===== config.mk =====
export PLATFORM = sky130hd
export DESIGN_NAME = shf_ctl_flat
export DESIGN_NICKNAME = d
export VERILOG_FILES = /design/src/rtl/shf_pkg.sv /design/src/rtl/shf_ctl_if.sv /design/src/rtl/shf_ins_dec.sv /design/src/rtl/shf_ctl.sv /design/src/flat_wrapper.sv
export SDC_FILE = /design/constraint.sdc
export NUM_CORES = 1
export LEC_CHECK = 0
export CAP_MARGIN = 5
export CORE_MARGIN = 2
export CORE_UTILIZATION = 39
export DETAILED_ROUTE_END_ITERATION = 12
export HOLD_SLACK_MARGIN = 0.15
export MAX_ROUTING_LAYER = met4
export PLACE_DENSITY = 0.75
export SETUP_SLACK_MARGIN = 0.05
export SLEW_MARGIN = 0
export SYNTH_ARGS = -nofsm -noshare
export SYNTH_HDL_FRONTEND = slang
export SYNTH_SLANG_ARGS = --single-unit
export TNS_END_PERCENT = 50

===== constraint.sdc =====
create_clock -name clk -period 1.9 [get_ports clk]
set_input_delay 0.57 -clock clk [delete_from_list [all_inputs] [get_ports clk]]
set_output_delay 0.57 -clock clk [all_outputs]
set_load 0.02 [all_outputs]

===== src/rtl/shf_pkg.sv =====
// Shared definitions for the shifter-unit controller: group/class codes,
// instruction field positions and the pipeline stage record.
package shf_pkg;

   localparam int SHF_DATASIZE = 16;
   localparam int SHF_RADDR    = 4;

   localparam logic [1:0] SHF_GRP = 2'b10;

   typedef enum logic [1:0] {
      SHF_CLS_LSH   = 2'b00,
      SHF_CLS_ROT   = 2'b01,
      SHF_CLS_LEFTZ = 2'b10,
      SHF_CLS_LEFTO = 2'b11
   } shf_cls_e;

   localparam int SHF_GRP_LSB = 14;
   localparam int SHF_CLS_LSB = 12;
   localparam int SHF_RN_LSB  = 8;
   localparam int SHF_RX_LSB  = 4;
   localparam int SHF_RY_LSB  = 0;

   typedef struct packed {
      logic                 valid;
      shf_cls_e             cls;
      logic [SHF_RADDR-1:0] rn;
      logic [SHF_RADDR-1:0] rx;
      logic [SHF_RADDR-1:0] ry;
   } shf_stage_t;

   // LEFTZ/LEFTO are single-operand; only the two shift classes read Ry.
   function automatic logic cls_uses_ry(input shf_cls_e cls);
      return (cls[1] == 1'b0);
   endfunction

endpackage


===== src/rtl/shf_ctl_if.sv =====
// Bundle of sequencer-side and shifter-side signals of the shifter controller;
// master = instruction source / shifter environment, slave = shf_ctl.
interface shf_ctl_if;
   import shf_pkg::*;

   logic                 ps_ins_vld;
   logic [15:0]          ps_ins;
   logic                 shc_ps_rdy;
   logic                 ps_astat_clr;
   logic                 ps_shf_en;
   logic [1:0]           ps_shf_cls;
   logic [SHF_RADDR-1:0] shc_rf_rxa;
   logic [SHF_RADDR-1:0] shc_rf_rya;
   logic                 shc_rf_we;
   logic [SHF_RADDR-1:0] shc_rf_wa;
   logic                 shf_ps_sv;
   logic                 shf_ps_sz;
   logic                 shc_astat_sv;
   logic                 shc_astat_sz;
   logic                 shc_astat_svs;
   logic                 shc_ill;

   modport master (
      output ps_ins_vld, ps_ins, ps_astat_clr, shf_ps_sv, shf_ps_sz,
      input  shc_ps_rdy, ps_shf_en, ps_shf_cls, shc_rf_rxa, shc_rf_rya,
             shc_rf_we, shc_rf_wa, shc_astat_sv, shc_astat_sz, shc_astat_svs, shc_ill
   );

   modport slave (
      input  ps_ins_vld, ps_ins, ps_astat_clr, shf_ps_sv, shf_ps_sz,
      output shc_ps_rdy, ps_shf_en, ps_shf_cls, shc_rf_rxa, shc_rf_rya,
             shc_rf_we, shc_rf_wa, shc_astat_sv, shc_astat_sz, shc_astat_svs, shc_ill
   );

endinterface


===== src/rtl/shf_ins_dec.sv =====
// Combinational shifter-instruction decoder: field extraction, group check
// and whether the class reads the Ry operand.
module shf_ins_dec
   import shf_pkg::*;
(
   input  logic [15:0]          ins,
   output logic                 is_shf,
   output logic                 uses_ry,
   output shf_cls_e             cls,
   output logic [SHF_RADDR-1:0] rn,
   output logic [SHF_RADDR-1:0] rx,
   output logic [SHF_RADDR-1:0] ry
);

   assign is_shf  = (ins[SHF_GRP_LSB +: 2] == SHF_GRP);
   assign cls     = shf_cls_e'(ins[SHF_CLS_LSB +: 2]);
   assign uses_ry = cls_uses_ry(cls);
   assign rn      = ins[SHF_RN_LSB +: SHF_RADDR];
   assign rx      = ins[SHF_RX_LSB +: SHF_RADDR];
   assign ry      = ins[SHF_RY_LSB +: SHF_RADDR];

endmodule


===== src/rtl/shf_ctl.sv =====
// Shifter controller: ISSUE/WB pipeline with one-cycle RAW stall and ASTAT capture.
// Optional sticky overflow flag enabled by defining SHF_STICKY_EN.
module shf_ctl
   import shf_pkg::*;
(
   input  logic      clk,
   input  logic      reset,
   shf_ctl_if.slave  bus
);

   logic                 dec_is_shf_s;
   logic                 dec_uses_ry_s;
   shf_cls_e             dec_cls_s;
   logic [SHF_RADDR-1:0] dec_rn_s;
   logic [SHF_RADDR-1:0] dec_rx_s;
   logic [SHF_RADDR-1:0] dec_ry_s;

   logic                 hazard_s;
   logic                 rdy_s;
   logic                 accept_s;
   shf_stage_t           iss_next_s;

   shf_stage_t           iss_r;
   logic                 we_r;
   logic [SHF_RADDR-1:0] wa_r;
   logic                 ill_r;
   logic                 astat_sz_r;
   logic                 astat_sv_r;

   shf_ins_dec u_dec (
      .ins     (bus.ps_ins),
      .is_shf  (dec_is_shf_s),
      .uses_ry (dec_uses_ry_s),
      .cls     (dec_cls_s),
      .rn      (dec_rn_s),
      .rx      (dec_rx_s),
      .ry      (dec_ry_s)
   );

   // RAW hazard against the ISSUE-stage producer only; WB writes land before the re-read.
   always_comb begin
      hazard_s = 1'b0;
      if (bus.ps_ins_vld && dec_is_shf_s && iss_r.valid) begin
         hazard_s = (dec_rx_s == iss_r.rn) || (dec_uses_ry_s && (dec_ry_s == iss_r.rn));
      end else begin
         hazard_s = 1'b0;
      end
   end

   assign rdy_s    = reset && !hazard_s;
   assign accept_s = bus.ps_ins_vld && rdy_s;

   // Next ISSUE contents; unused Ry address is presented as zero.
   always_comb begin
      iss_next_s = '0;
      if (accept_s && dec_is_shf_s) begin
         iss_next_s.valid = 1'b1;
         iss_next_s.cls   = dec_cls_s;
         iss_next_s.rn    = dec_rn_s;
         iss_next_s.rx    = dec_rx_s;
         iss_next_s.ry    = dec_uses_ry_s ? dec_ry_s : {SHF_RADDR{1'b0}};
      end else begin
         iss_next_s = '0;
      end
   end

   // Pipeline registers; reset drops anything in flight.
   always_ff @(posedge clk) begin
      if (!reset) begin
         iss_r <= '0;
         we_r  <= 1'b0;
         wa_r  <= {SHF_RADDR{1'b0}};
         ill_r <= 1'b0;
      end else begin
         iss_r <= iss_next_s;
         we_r  <= iss_r.valid;
         wa_r  <= iss_r.valid ? iss_r.rn : {SHF_RADDR{1'b0}};
         ill_r <= accept_s && !dec_is_shf_s;
      end
   end

   // ASTAT flags capture the shifter result flags at the end of each WB cycle.
   always_ff @(posedge clk) begin
      if (!reset) begin
         astat_sz_r <= 1'b0;
         astat_sv_r <= 1'b0;
      end else if (we_r) begin
         astat_sz_r <= bus.shf_ps_sz;
         astat_sv_r <= bus.shf_ps_sv;
      end else begin
         astat_sz_r <= astat_sz_r;
         astat_sv_r <= astat_sv_r;
      end
   end

`ifdef SHF_STICKY_EN
   logic astat_svs_r;

   // Sticky overflow: a WB overflow takes priority over a same-cycle clear.
   always_ff @(posedge clk) begin
      if (!reset) begin
         astat_svs_r <= 1'b0;
      end else if (we_r && bus.shf_ps_sv) begin
         astat_svs_r <= 1'b1;
      end else if (bus.ps_astat_clr) begin
         astat_svs_r <= 1'b0;
      end else begin
         astat_svs_r <= astat_svs_r;
      end
   end

   assign bus.shc_astat_svs = astat_svs_r;
`else
   logic unused_clr_s;
   assign unused_clr_s      = bus.ps_astat_clr;
   assign bus.shc_astat_svs = 1'b0;
`endif

   assign bus.shc_ps_rdy   = rdy_s;
   assign bus.ps_shf_en    = iss_r.valid;
   assign bus.ps_shf_cls   = iss_r.cls;
   assign bus.shc_rf_rxa   = iss_r.rx;
   assign bus.shc_rf_rya   = iss_r.ry;
   assign bus.shc_rf_we    = we_r;
   assign bus.shc_rf_wa    = wa_r;
   assign bus.shc_ill      = ill_r;
   assign bus.shc_astat_sz = astat_sz_r;
   assign bus.shc_astat_sv = astat_sv_r;

endmodule


===== src/flat_wrapper.sv =====
// flat-port wrapper written by rule: the top's interface ports become plain ports
module shf_ctl_flat import shf_pkg::*;
  (clk, reset, bus_ps_ins_vld, bus_ps_ins, bus_ps_astat_clr, bus_shf_ps_sv, bus_shf_ps_sz, bus_shc_ps_rdy, bus_ps_shf_en, bus_ps_shf_cls, bus_shc_rf_rxa, bus_shc_rf_rya, bus_shc_rf_we, bus_shc_rf_wa, bus_shc_astat_sv, bus_shc_astat_sz, bus_shc_astat_svs, bus_shc_ill);
  shf_ctl_if bus_i ();
  input  logic clk;
  input  logic reset;
  input wire logic [$bits(bus_i.ps_ins_vld)-1:0] bus_ps_ins_vld;
  input wire logic [$bits(bus_i.ps_ins)-1:0] bus_ps_ins;
  input wire logic [$bits(bus_i.ps_astat_clr)-1:0] bus_ps_astat_clr;
  input wire logic [$bits(bus_i.shf_ps_sv)-1:0] bus_shf_ps_sv;
  input wire logic [$bits(bus_i.shf_ps_sz)-1:0] bus_shf_ps_sz;
  output wire logic [$bits(bus_i.shc_ps_rdy)-1:0] bus_shc_ps_rdy;
  output wire logic [$bits(bus_i.ps_shf_en)-1:0] bus_ps_shf_en;
  output wire logic [$bits(bus_i.ps_shf_cls)-1:0] bus_ps_shf_cls;
  output wire logic [$bits(bus_i.shc_rf_rxa)-1:0] bus_shc_rf_rxa;
  output wire logic [$bits(bus_i.shc_rf_rya)-1:0] bus_shc_rf_rya;
  output wire logic [$bits(bus_i.shc_rf_we)-1:0] bus_shc_rf_we;
  output wire logic [$bits(bus_i.shc_rf_wa)-1:0] bus_shc_rf_wa;
  output wire logic [$bits(bus_i.shc_astat_sv)-1:0] bus_shc_astat_sv;
  output wire logic [$bits(bus_i.shc_astat_sz)-1:0] bus_shc_astat_sz;
  output wire logic [$bits(bus_i.shc_astat_svs)-1:0] bus_shc_astat_svs;
  output wire logic [$bits(bus_i.shc_ill)-1:0] bus_shc_ill;
  assign bus_i.ps_ins_vld = bus_ps_ins_vld;
  assign bus_i.ps_ins = bus_ps_ins;
  assign bus_i.ps_astat_clr = bus_ps_astat_clr;
  assign bus_i.shf_ps_sv = bus_shf_ps_sv;
  assign bus_i.shf_ps_sz = bus_shf_ps_sz;
  assign bus_shc_ps_rdy = bus_i.shc_ps_rdy;
  assign bus_ps_shf_en = bus_i.ps_shf_en;
  assign bus_ps_shf_cls = bus_i.ps_shf_cls;
  assign bus_shc_rf_rxa = bus_i.shc_rf_rxa;
  assign bus_shc_rf_rya = bus_i.shc_rf_rya;
  assign bus_shc_rf_we = bus_i.shc_rf_we;
  assign bus_shc_rf_wa = bus_i.shc_rf_wa;
  assign bus_shc_astat_sv = bus_i.shc_astat_sv;
  assign bus_shc_astat_sz = bus_i.shc_astat_sz;
  assign bus_shc_astat_svs = bus_i.shc_astat_svs;
  assign bus_shc_ill = bus_i.shc_ill;
  shf_ctl u_core (.clk(clk), .reset(reset), .bus(bus_i));
endmodule

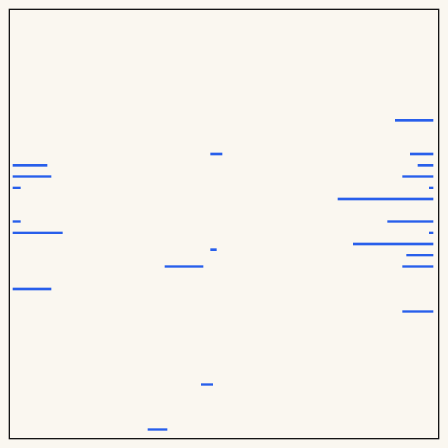
Run 1: M3 wires
wire length on this layer = 77.0 um
main direction = horizontal
longest straight run = 11.3 um
nets with wire on the layer = 20
total wire length after detailed routing: 1.88 mm
met3 Use GR: 1.72%
number of vias after detailed routing: 714

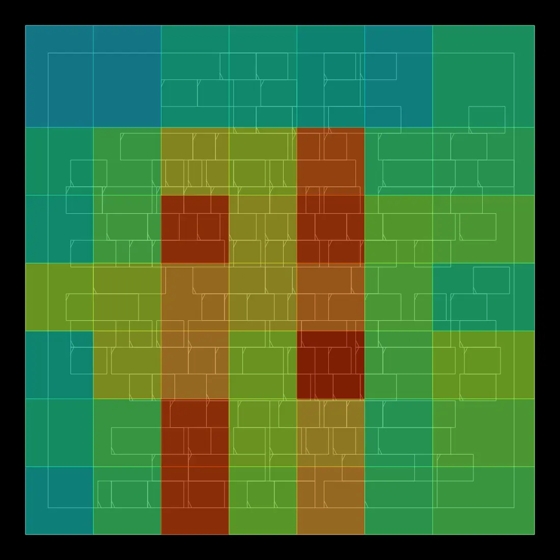
Run 1: congestion heat map
average routed wire per standard cell: 12.0 um
met1 routing resource usage after global routing: 19.6%
met2 usage in global routing: 27.4%

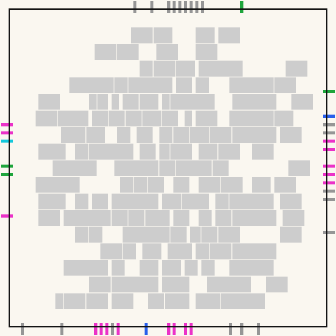
Run 1: I/O pins on the die edge
Pins as bars across the die edge, other pins in grey.
bus_ps_ins -> magenta  # pins 16, direction input, edge 8 bottom, 5 right, 3 left
bus_shc_ps_rdy -> cyan  # pins 1, direction output, edge left
bus_shc_rf_wa -> green  # pins 4, direction output, edge 2 left, 1 top, 1 right
bus_ps_shf_cls -> blue  # pins 2, direction output, edge 1 bottom, 1 right
all pins by edge = 15 bottom, 12 right, 10 top, 6 left

==> run summary, run 1 <==
Flow results are below.

- The number of clock buffers added by TritonCTS is 3.
- Power attributed to the clock group is roughly 0.00022 W.
- The start point of the critical path is bus_ps_ins[4], for reference.
- In this run the register-to-register setup slack is ~0.26 ns.
- Dividing the final minimum period by the clock period gives 113%.
- The hold violation total from the final report is 0, for reference.
- The post-route netlist has 27.9% of its cells at a drive strength greater than 1.
- Sorting the Yosys area breakdown by cell type puts at the top sky130_fd_sc_hd__dfxtp_1.
- The Yosys step of the flow raised 0 warnings.
- Per the timing report, the most critical flop-to-flop path originates at u_core.iss_r[11].
- The number of antenna violations at the first check in global routing is 0, for reference.
- Per the run summary, max-cap violations total 0.
- The final non-filler cell area is approximately 1400 um^2, for reference.
- In the power breakdown, the internal column shows 0.000643 W.
- The routed layout reports a DRC error count of 0.
- The net switching power of the design is ~0.00018 W, for reference.
- Data on the critical path arrives at its endpoint at about 1.6 ns.
- The total count of max-transition violations in the final report is 0, for reference.
- For the worst flop-to-flop path, the logic depth is 9.
- The cell count after synthesis came out at between 80 and 90.
- Per the breakdown, switching nets consume 22.1% of all power.
- In this run the mean area of a mapped cell was between 10 and 15 um^2.
- The endpoint of the lowest-slack register-to-register path is u_core.bus.shc_rf_rxa[2], for reference.
- The warning total across the stage logs is 30, for reference.
- The largest buffer count on any clock path is 2, for reference.
- Synthesis produced a netlist with a net count of about 100.
- The floorplan has 17 rows.
- The top cell types in the final layout, fill and taps aside, are 24 x sky130_fd_sc_hd__clkdlybuf4s50_1, 19 x sky130_fd_sc_hd__dfxtp_1, 16 x sky130_fd_sc_hd__buf_4.
- Per the OpenROAD power report, leakage power amounts to a little over 0.7 nW.
- The final-layout setup total negative slack is -0.254 ns, for reference.
- The floorplan step records an initial core utilization of slightly above 40%.
- The min-delay analysis places its worst path in the category input pin to flop.
- The net total in the final layout is 152, for reference.
- The flow ran to the end, but the final reports show violations.
- The number of global-route vias before repair came to 710.
- In this run, flip-flops and latches consume about three fifths of the power.
- After the first detailed-routing iteration, the DRC count stood at 17.
- TritonCTS built the clock tree.
- The standard cell area after detailed placement is ~1300 um^2, for reference.
- Per the synthesis report, the number of distinct cell types is 21.
- The number of clock sinks came to 23.
- For this run, the detailed router reports a per-instance via density of between 4 and 5.
- Global routing consumed, over all layers together, between 10% and 20% of the routing resources.
- STA lists the maximum fanout along the critical path as 2.
- The power report lists the sequential group at 0.000493 W.
- Looking at the power breakdown, the clock network takes 26.4% of the total.
- The most critical setup path has its endpoint at bus_shc_ps_rdy.
- The number of detailed-route iterations in the first pass is 4, for reference.
- After layout, the minimum clock period comes to around 2.2 ns.
- The final reports fail on setup timing.
- The pin count of the biggest net entering global routing is 13, for reference.
- Combinational logic is responsible for 13.9% of the overall power.
- The area inside the core boundary is about 2200 um^2, for reference.
- Per the summary, power density relative to cell area is between 500 and 600 nW/um^2.
- The half-perimeter wire length of the detailed placement result is between 1 and 1.5 mm, for reference.
- The first global-routing pass estimated 3.22 mm of wire.
- For reference, the top cells by area after synthesis are sky130_fd_sc_hd__dfxtp_1 52%, sky130_fd_sc_hd__and3_1 9.8%, sky130_fd_sc_hd__buf_4 9.3%.
- In the power breakdown, the biggest contributor is sequential cells.
- The depth of the CTS H-tree is 1, for reference.
- The number of inserted diodes is 0, for reference.
- Buffers placed on the I/O ports in this run total about 40.
- Summed over all combinational cells, the power is between 0.0001 and 0.00015 W.
- Along the worst hold path, the cell count comes to 2.
- Once layout is complete, the utilization of the core stands at between 60% and 70%.
- The worst vdd rail ir drop is around 0.41 mV, for reference.
- Yosys reported a register bit count of 23.
- The minimum setup slack in the final design is -0.254 ns, for reference.
- The worst setup path is captured at an output pin.
- The final number of setup-violating endpoints is 1, for reference.
- The synthesized netlist has a Yosys-reported chip area of about 890 um^2.
- In this run the clock root is driven by a sky130_fd_sc_hd__clkbuf_4.
- The count of boundary I/O pins is roughly 43, for reference.
- The y dimension of the die is 51.8 um, for reference.
- The global routing stage identified its most utilized layer as met2.
- Per Yosys stat, the portion of area used by sequential elements is between 50% and 60%.
- After clock tree synthesis, the clock-pin slew on the worst setup and hold paths is around 0.11 ns.
- For reference, the most critical setup path is categorized as input pin to output pin.
- The top logic cell by instance count in the layout is sky130_fd_sc_hd__clkdlybuf4s50_1, for reference.
- Setup repair after global routing could not meet its margin everywhere.
- According to the floorplan report, the total die area is roughly 2700 um^2.
- The worst hold path endpoint is u_core.bus.shc_rf_rxa[3], for reference.
- Per the layout report, the design carries ~180 filler cells.
- The beginning of the worst hold path is bus_ps_ins[7], for reference.
- The final weighted congestion recorded by global placement is 0.834.
- The kind of launch point of the worst setup path is an input pin, for reference.
- In this run the remaining antenna-violating nets after routing total 0.
- The skew report gives the latency at the later pin of the worst-skew pair as 0.30 ns.
- The netlist area before placement is 890 um^2, for reference.
- The data required time of the worst path is 1.33 ns, for reference.
- The overall die width is 51.8 um, for reference.
-- run 1: through the flow --
step	setup slack [ns]	power [W]	cells	hold slack [ns]
detailed placement	-1.00	0.000616	150	0.527
floorplan	-0.00322	0.000544	81	0.497
finish	-0.254	0.000826	157	0.487
CTS	-0.277	0.000832	156	0.474
global placement	-0.982	0.000613	150	0.501
global route	-0.322	0.000859	157	0.483
-- run 1: metal layers --
metal | share of wire [%] | vias up
li1 | - | 360
met1 | 43 | 326
met2 | 50 | 23
met3 | 4.1 | 5
met4 | 2.5 | 0
met5 | 0 | -
-- run 1: flip-flops by register name, summed over array words and instances, names as in the netlist --
| register | cells |
|---|---|
| u_core.bus.ps_shf_en | 1 |
| u_core.iss_r | 4 |
| u_core.bus.shc_rf_wa | 4 |
| u_core.bus.shc_rf_rxa | 4 |
| u_core.bus.shc_rf_we | 1 |
| u_core.bus.shc_rf_rya | 4 |
| u_core.bus.shc_ill | 1 |
| u_core.bus.shc_astat_sv | 1 |
| u_core.bus.ps_shf_cls | 2 |
| u_core.bus.shc_astat_sz | 1 |
-- run 1: area by class of cell --
| type | count | area [um^2] | area share, % |
|---|---|---|---|
| clock buffers | 4 | 26.3 | 1.87 |
| multi-input cells | 45 | 348 | 24.8 |
| flip-flops and latches | 23 | 465 | 33.2 |
| well taps | 28 | 35.0 | 2.50 |
| repair buffers | 57 | 529 | 37.7 |
-- run 1: logic make-up after synthesis --
| kind of cell | after synthesis | share of synthesized area, % |
|---|---|---|
| buffers and inverters | 13 | 11.0 |
| AND/OR/NAND/NOR | 31 | 23.9 |
| XOR/XNOR | 8 | 7.88 |
| AND-OR/OR-AND | 3 | 2.81 |
| multiplexers | 2 | 2.25 |
| flip-flops | 23 | 51.8 |
| other | 1 | 0.422 |
-- run 1: cell usage after synthesis --
cell,count
sky130_fd_sc_hd__a21oi_1,1
sky130_fd_sc_hd__a22oi_2,1
sky130_fd_sc_hd__and2_1,2
sky130_fd_sc_hd__and3_1,14
sky130_fd_sc_hd__and3_2,1
sky130_fd_sc_hd__and4b_1,4
sky130_fd_sc_hd__buf_4,11
sky130_fd_sc_hd__buf_6,1
sky130_fd_sc_hd__clkbuf_1,1
sky130_fd_sc_hd__conb_1,1
sky130_fd_sc_hd__dfxtp_1,23
sky130_fd_sc_hd__mux2i_1,2
sky130_fd_sc_hd__nand2_1,1
sky130_fd_sc_hd__nand3_1,1
sky130_fd_sc_hd__nor2_1,2
sky130_fd_sc_hd__nor2b_1,3
sky130_fd_sc_hd__nor3_2,1
sky130_fd_sc_hd__nor3b_1,1
sky130_fd_sc_hd__nor4_2,1
sky130_fd_sc_hd__o21a_1,1
sky130_fd_sc_hd__xor2_1,8
-- run 1: worst max-delay path, stage by stage --
cell and delay (ns):
sky130_fd_sc_hd__buf_6 0.09, sky130_fd_sc_hd__xor2_1 0.15, sky130_fd_sc_hd__nor4_2 0.35, sky130_fd_sc_hd__a21oi_1 0.08, sky130_fd_sc_hd__o21a_2 0.21, sky130_fd_sc_hd__buf_6 0.12
-- run 1: repair_timing --
item / CTS / global route
buffers inserted: 2 / 1
endpoints found under the setup margin: 19 / 3
gates resized: 36 / 10
pin swaps: 7 / 4
==> run 1 -> run 2 <==
Settings changed: PLACE_DENSITY 0.75 to default, PLACE_DENSITY_LB_ADDON from default to 0.05.
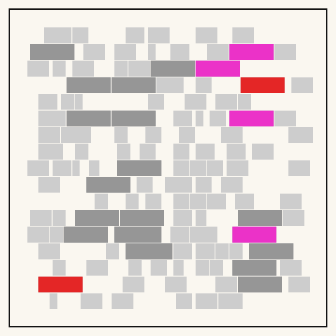
Run 2: sequential cells coloured by netlist name
u_core.bus.shc_rf_rya -> magenta  # sequential cells 4
u_core.bus.ps_shf_cls -> red  # sequential cells 2

==> run summary, run 2 <==
Flow results are below.

- The number of fillers in the final layout was 207 (+14%).
- The global-route usage over all layers is 14.5% (-2.2 points), for reference.
- The DRC violation total after the first TritonRoute iteration is 8 (-9), for reference.
- The flip-flop cell with the highest count after synthesis is sky130_fd_sc_hd__dfxtp_1, for reference.
- The worst stage delay on the critical path is 0.46 ns (+0.11 ns), for reference.
- The depth of the CTS H-tree is 1 (unchanged), for reference.
- The reported leakage power is 0.682 nW (-3.6%).
- The clock slew at the register clock pins of the worst setup and hold paths is 0.11 ns (about the same), for reference.
- The total power is 0.000815 W (-1.3%), for reference.
- Setup repair after global routing could not meet its margin everywhere.
- The area of all sequential standard cells is 463 um^2 (-0.54%), for reference.
- The final-layout setup total negative slack is -0.269 ns (-0.0158 ns), for reference.
- The net total in the final layout was 148 (-2.6%).
- The count of boundary I/O pins is 43 (unchanged).
- The minimum clock period came to 2.17 ns (+0.0158 ns).
- The timing report shows that the slowest cell on the worst path is sky130_fd_sc_hd__clkdlybuf4s50_1.
- The clock buffer count from CTS is 3 (unchanged), for reference.
- The final non-filler cell area is 1360 um^2 (-2.9%), for reference.
- The number of max-cap violations is 0 (unchanged), for reference.
- The minimum setup slack in the final design was -0.269 ns (-0.0158 ns).
- The post-route clock period utilization is 114% (+0.83 points), for reference.
- The total via count in the routed design is 682 (-4.5%), for reference.
- sky130_fd_sc_hd__dfxtp_1 is the most common cell in the netlist.
- The standard cell area after detailed placement is 1300 um^2 (-2.8%).
- The number of antenna violations at the first check in global routing was 0 (unchanged).
- The number of detailed-route iterations in the first pass came to 4 (unchanged).
- The count of synthesis-stage warnings from yosys is 0 (unchanged), for reference.
- STA classifies the critical path startpoint as an input pin.
- The ratio of cells with drive above 1 in the final layout is 24.0% (-3.9 points).
- Sorting the synthesized cells by how often they occur yields 23 x sky130_fd_sc_hd__dfxtp_1, 14 x sky130_fd_sc_hd__and3_1, 11 x sky130_fd_sc_hd__buf_4.
- The synthesis-stage register bit count was 23 (unchanged).
- The top logic cell by instance count in the layout is sky130_fd_sc_hd__clkdlybuf4s50_1, for reference.
- The number of nets produced by synthesis is 103 (unchanged).
- The distinct cell type count after synthesis is 21 (unchanged), for reference.
- The fraction of synthesis flops using an asynchronous set or reset pin is 0% (unchanged), for reference.
- The combined area of the multi-input logic cells is 344 um^2 (-1.1%), for reference.
- The register share after synthesis is 51.8% (unchanged), for reference.
- The final number of setup-violating endpoints is 1 (unchanged), for reference.
- The flow ran to the end, but the final reports show violations.
- The and-or/or-and share of the synthesized area was 2.81% (unchanged).
- The source-to-sink clock delay at the later pin of the worst-skew pair came to 0.30 ns (about the same).
- The half-perimeter wire length of the detailed placement result was 1.30 mm (-10%).
- The post-synthesis instance total is 81 (unchanged).
- The number of nets still failing antenna checks after routing is 0 (unchanged), for reference.
- The y dimension of the die was 51.8 um (unchanged).
- The final design utilization is 62.3% (-1.8 points), for reference.
- The residual DRC count is 0 (unchanged), for reference.
- The simple-gate portion of the synthesized area is 23.9% (unchanged), for reference.
- The die outline area is 2680 um^2 (unchanged), for reference.
- The largest fanout on the critical path was 3 (+1).
- The worst hold path belongs to the class input pin to flop.
- The count of buffers inserted at the top-level ports is 40 (unchanged), for reference.
- The wire length of the first global-routing pass is 2.73 mm (-15%), for reference.
- The via density per instance was 4.46 (-2.0%).
- The final non-filler cell total is 153 (-2.5%), for reference.
- The mux contribution to synthesized area came to 2.25% (unchanged).
- The area fraction in full adders, half adders and majority gates is 0% (unchanged).
- The hold violation total from the final report is 0 (unchanged), for reference.
- The floorplan row count is 17 (unchanged), for reference.
- STA classifies the critical path endpoint as an output pin.
- The critical path is of the input pin to output pin type.
- The post-synth tally of flip-flops with integrated enable came to 0 (unchanged).
- The number of clock sinks was 23 (unchanged).
- The root cell of the clock tree is sky130_fd_sc_hd__clkbuf_4, for reference.
- The area inside the core boundary was 2190 um^2 (unchanged).
- The number of inserted diodes is 0 (unchanged), for reference.
- The instance count after placement with tap cells included came to 145 (-3.3%).
- The area reported by Yosys stat is 890 um^2 (unchanged).
- The signal on the critical path passes through clkdlybuf4s50_1 -> nor2b_4 -> nand3_1 -> o21a_2 -> buf_6.
- The overall die width is 51.8 um (unchanged), for reference.
- The final estimated routing congestion in global placement was 0.711 (-15%).
- The checks that failed: setup timing.
- The synthesized area per cell is 11.0 um^2 (unchanged), for reference.
[run 2: critical path: cells and delay by family]
kind	cells	cell delay, ns
compound gates	1	0.22
buf+inv	2	0.58
simple gates	2	0.23
[run 2: cell type report]
type | instances | area share [%]
timing repair buffer | 53 | 36.3
sequential | 23 | 33.9
multi-input combinational | 45 | 25.2
tap | 28 | 2.57
clock buffer | 4 | 1.93
[run 2: what timing repair did]
| action | in CTS | in global routing |
|---|---|---|
| setup endpoints to repair | 3 | 4 |
| setup buffers | 4 | 0 |
| hold buffers | 0 | 0 |
| resized | 35 | 4 |
| pin swaps | 7 | 3 |
[run 2: final timing paths]
path	to	slack, ns	start	depth (start not counted)
worst max-delay path	bus_shc_ps_rdy	-0.27	bus_ps_ins[15]	5
worst max register to register	u_core.bus.shc_rf_rya[2]	0.27	u_core.iss_r[11]	7
worst min register to register	u_core.bus.shc_astat_sv	0.52	u_core.bus.shc_astat_sv	2
worst min-delay path	u_core.bus.shc_rf_rxa[3]	0.49	bus_ps_ins[7]	2
[run 2: logic make-up (layout without fill, tap and decap cells)]
logic type	after synthesis	after routing
DFF	23	23
other	1	1
AOI/OAI and AO/OA	3	3
and+or+nand+nor	31	31
buffers and inverters	13	57
xor gates and xnor gates	8	8
muxes	2	2
[run 2: routing by layer]
metal / up-vias / track usage [%] / part of all wire (%)
met3: 4 / 2.59 / 4.7
met4: 0 / 7.89 / 2.0
met1: 304 / 16.5 / 46
li1: 352 / - / -
met2: 22 / 24.4 / 47
met5: - / - / 0
[run 2: power by group]
group / leakage [nW] / internal (W) / switching (W) / total [W]
sequential: 0.187 / 0.000489 / 0.00000353 / 0.000493
combinational: 0.480 / 0.0000674 / 0.0000424 / 0.000110
clock: 0.0150 / 0.0000818 / 0.000131 / 0.000213
total: 0.682 / 0.000638 / 0.000177 / 0.000815
[run 2: through the flow]
step / hold WS, ns / setup WS, ns
global placement: 0.501 / -1.03
CTS: 0.488 / -0.262
floorplan: 0.497 / -0.00322
global route: 0.478 / -0.333
detailed placement: 0.507 / -1.03
finish: 0.490 / -0.269
Power and IR drop assume default switching activity.
